==> src/rtl/riscv_fetch.sv <==
// RISC-V instruction fetch: one outstanding imem request, one-entry hold buffer toward decode.
// Latency grant->inst_valid_o is 2 cycles; decode backpressure parks the FSM in S_HOLD with a stable word.
module riscv_fetch #(
    parameter logic [31:0] RESET_PC = 32'h0000_0000
) (
    input  logic        clk,
    input  logic        rst,
    output logic        imem_req_o,
    output logic [31:0] imem_addr_o,
    input  logic        imem_gnt_i,
    input  logic        imem_rvalid_i,
    input  logic [31:0] imem_rdata_i,
    output logic        inst_valid_o,
    output logic [31:0] inst_o,
    output logic [31:0] pc_o,
    input  logic        inst_ready_i,
    input  logic        redirect_i,
    input  logic [31:0] redirect_pc_i,
    output logic [31:0] fetch_count_o
);

    localparam logic [1:0] S_IDLE = 2'd0;
    localparam logic [1:0] S_REQ  = 2'd1;
    localparam logic [1:0] S_WAIT = 2'd2;
    localparam logic [1:0] S_HOLD = 2'd3;

    localparam logic [31:0] RESET_PC_ALIGNED = RESET_PC & 32'hFFFF_FFFC;

    logic [1:0]  state_q, state_d;
    logic [31:0] pc_q, pc_d;
    logic [31:0] fetch_pc_q, fetch_pc_d;
    logic [31:0] inst_q, inst_d;
    logic [31:0] inst_pc_q, inst_pc_d;
    logic [31:0] count_q, count_d;
    logic        drop_q, drop_d;
    logic [31:0] redir_pc;

    assign redir_pc = redirect_pc_i & 32'hFFFF_FFFC;

    always_comb begin
        state_d    = state_q;
        pc_d       = pc_q;
        fetch_pc_d = fetch_pc_q;
        inst_d     = inst_q;
        inst_pc_d  = inst_pc_q;
        count_d    = count_q;
        drop_d     = drop_q;
        case (state_q)
            S_IDLE: begin
                state_d = S_REQ;
                if (redirect_i) begin
                    pc_d = redir_pc;
                end
            end
            S_REQ: begin
                if (imem_gnt_i) begin
                    fetch_pc_d = pc_q;
                    pc_d       = redirect_i ? redir_pc : pc_q + 32'd4;
                    // A redirect coinciding with the grant makes the granted word stale.
                    drop_d     = redirect_i;
                    state_d    = S_WAIT;
                end else if (redirect_i) begin
                    pc_d = redir_pc;
                end
            end
            S_WAIT: begin
                if (redirect_i) begin
                    pc_d = redir_pc;
                end
                if (imem_rvalid_i) begin
                    drop_d  = 1'b0;
                    state_d = S_REQ;
                    if (!drop_q && !redirect_i) begin
                        inst_d    = imem_rdata_i;
                        inst_pc_d = fetch_pc_q;
                        state_d   = S_HOLD;
                    end
                end else if (redirect_i) begin
                    drop_d = 1'b1;
                end
            end
            S_HOLD: begin
                if (redirect_i) begin
                    pc_d    = redir_pc;
                    state_d = S_REQ;
                end else if (inst_ready_i) begin
                    count_d = count_q + 32'd1;
                    state_d = S_REQ;
                end
            end
            default: state_d = S_IDLE;
        endcase
    end

    always_ff @(posedge clk or posedge rst) begin
        if (rst) begin
            state_q    <= S_IDLE;
            pc_q       <= RESET_PC_ALIGNED;
            fetch_pc_q <= 32'd0;
            inst_q     <= 32'd0;
            inst_pc_q  <= 32'd0;
            count_q    <= 32'd0;
            drop_q     <= 1'b0;
        end else begin
            state_q    <= state_d;
            pc_q       <= pc_d;
            fetch_pc_q <= fetch_pc_d;
            inst_q     <= inst_d;
            inst_pc_q  <= inst_pc_d;
            count_q    <= count_d;
            drop_q     <= drop_d;
        end
    end

    assign imem_req_o    = (state_q == S_REQ);
    assign imem_addr_o   = (state_q == S_REQ) ? pc_q : 32'd0;
    assign inst_valid_o  = (state_q == S_HOLD) && !redirect_i;
    assign inst_o        = inst_q;
    assign pc_o          = inst_pc_q;
    assign fetch_count_o = count_q;

endmodule

==> config.mk <==
export PLATFORM = sky130hd
export DESIGN_NAME = riscv_fetch
export DESIGN_NICKNAME = d
export VERILOG_FILES = /design/src/rtl/riscv_fetch.sv
export SDC_FILE = /design/constraint.sdc
export NUM_CORES = 1
export LEC_CHECK = 0
export CAP_MARGIN = 25
export CORE_MARGIN = 3
export CORE_UTILIZATION = 35
export DETAILED_ROUTE_END_ITERATION = 12
export SLEW_MARGIN = 20
export SYNTH_ARGS = -nofsm -noshare
export SYNTH_HDL_FRONTEND = slang
export SYNTH_SLANG_ARGS = --single-unit
==> constraint.sdc <==
create_clock -name clk -period 9 [get_ports clk]
set_input_delay 1.35 -clock clk [delete_from_list [all_inputs] [get_ports clk]]
set_output_delay 1.35 -clock clk [all_outputs]
set_load 0.005 [all_outputs]
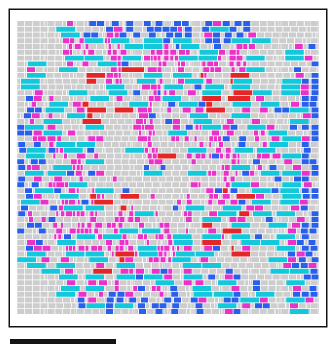
*Placement by cell class*
Bar = 50 µm. Fill, decap, tap and diode cells in grey.
[cyan] flops | cells: 163
[red] clock drivers and dummy loads | cells: 32
[blue] other buffers and delay cells | cells: 201
[magenta] combinational and other logic | cells: 401
# rows: 51
design area: 10000 µm²
final core utilization: 50.7%

==> run_results.csv <==
group,metric,value,unit
global_route,grt_pass1_wl,29000,µm
routing,drc,0,
power,p_switching,713,µW
final_timing,finalClockSkew,0.00833,ns
yosys,syn_area,7180,µm²
power,p_int,1.94,mW
cts,post_cts_buffers,0,
yosys,avgSynthCellArea,12.2,µm²
yosys,synth_chip_area,7180,µm²
place,globalplace.congestion,0.805,
final_layout,layout_top_cell,"clkdlybuf4s50_1",
floorplanning,coreArea,19800,µm²
yosys,yosys.area.top_type_share,56.8,%
worst_hold_path,hold_path_class,"reg -> reg",
power,peakVddDrop,0.141,mV
yosys,synth.logic.top_family,"multiplexers",
setup_path,cp.depth,3,
outcome,outcome,"completed",
global_route,antenna_found_initial,1,
final_layout,largestClassByArea,"registers",
setup_path,timing.rr.end,"drop_q",
global_route,grt_pass1_vias,5522,
routing,drt_iter0_drc,177,
final_timing,slew_viol_final,0,
floorplanning,n_tap_cell,265,
routing,ant_nets,0,
cts,ctsHoldBuffers,0,
floorplanning,io_pins,200,
setup_path,critPathLaunch,"redirect_i",
final_layout,bufAreaShareNonClock,19.9,%
place,pre_cts_ws,4.88,ns
yosys,adder_share,1.05,%
final_layout,seqCellArea,4080,µm²
setup_path,ff2ff_setup_slack,6.54,ns
floorplanning,die_h,149,µm
place,placed_area,9420,µm²
cts,cts_root_buf,"clkbuf_16",
worst_hold_path,hold_start,"fetch_pc_q[29]",
final_timing,tightest_slew,0.972,ns
power,powerSeq,1.08,mW
cts,cts_buffer_depth,2,
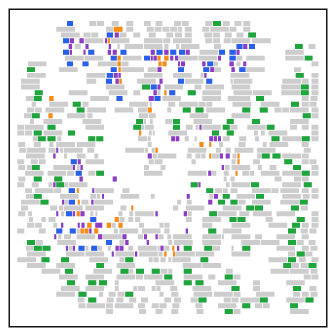
*Gate-type map*
[blue] XOR/XNOR gates | cells: 42
[orange] NOR gates | cells: 36
[purple] NAND gates | cells: 90
[green] multiplexers | cells: 111
non-filler cells, final: 1062
multi-input combinational area share: 29.7%

synth_stat cells (all sizes together):
cell type and n:
dfrtp 163, mux2 95, xnor2 38, nand2 36, and2 34, nand3 30, clkbuf 22, nand4 22
o21ai 18, nor2 17, mux2i 16, and3 11, inv 10, nor4 10, or4 10, a31oi 8
o31ai 7, ha 6, nor3 6, or2 4, xor2 4, a21oi 3, and4 3, buf 3
nor2b 3, o211ai 3, or3 3, a211oi 1, nand2b 1, nand3b 1, o311ai 1
flip-flops by register name, summed over array words and instances, names as in the netlist:
name	count
pc_o	32
fetch_count_o	32
fetch_pc_q	32
pc_q	32
drop_q	1
inst_o	32
state_q	2
metal layers:
metal	track usage, %	up-vias	wire, µm
met5	0	-	13
met4	5.35	2	260
met3	4.53	20	1090
met2	27.1	148	8570
met1	21.1	2602	8180
li1	-	2498	-
No activity file was given, so power comes from the tool's default toggle rates.
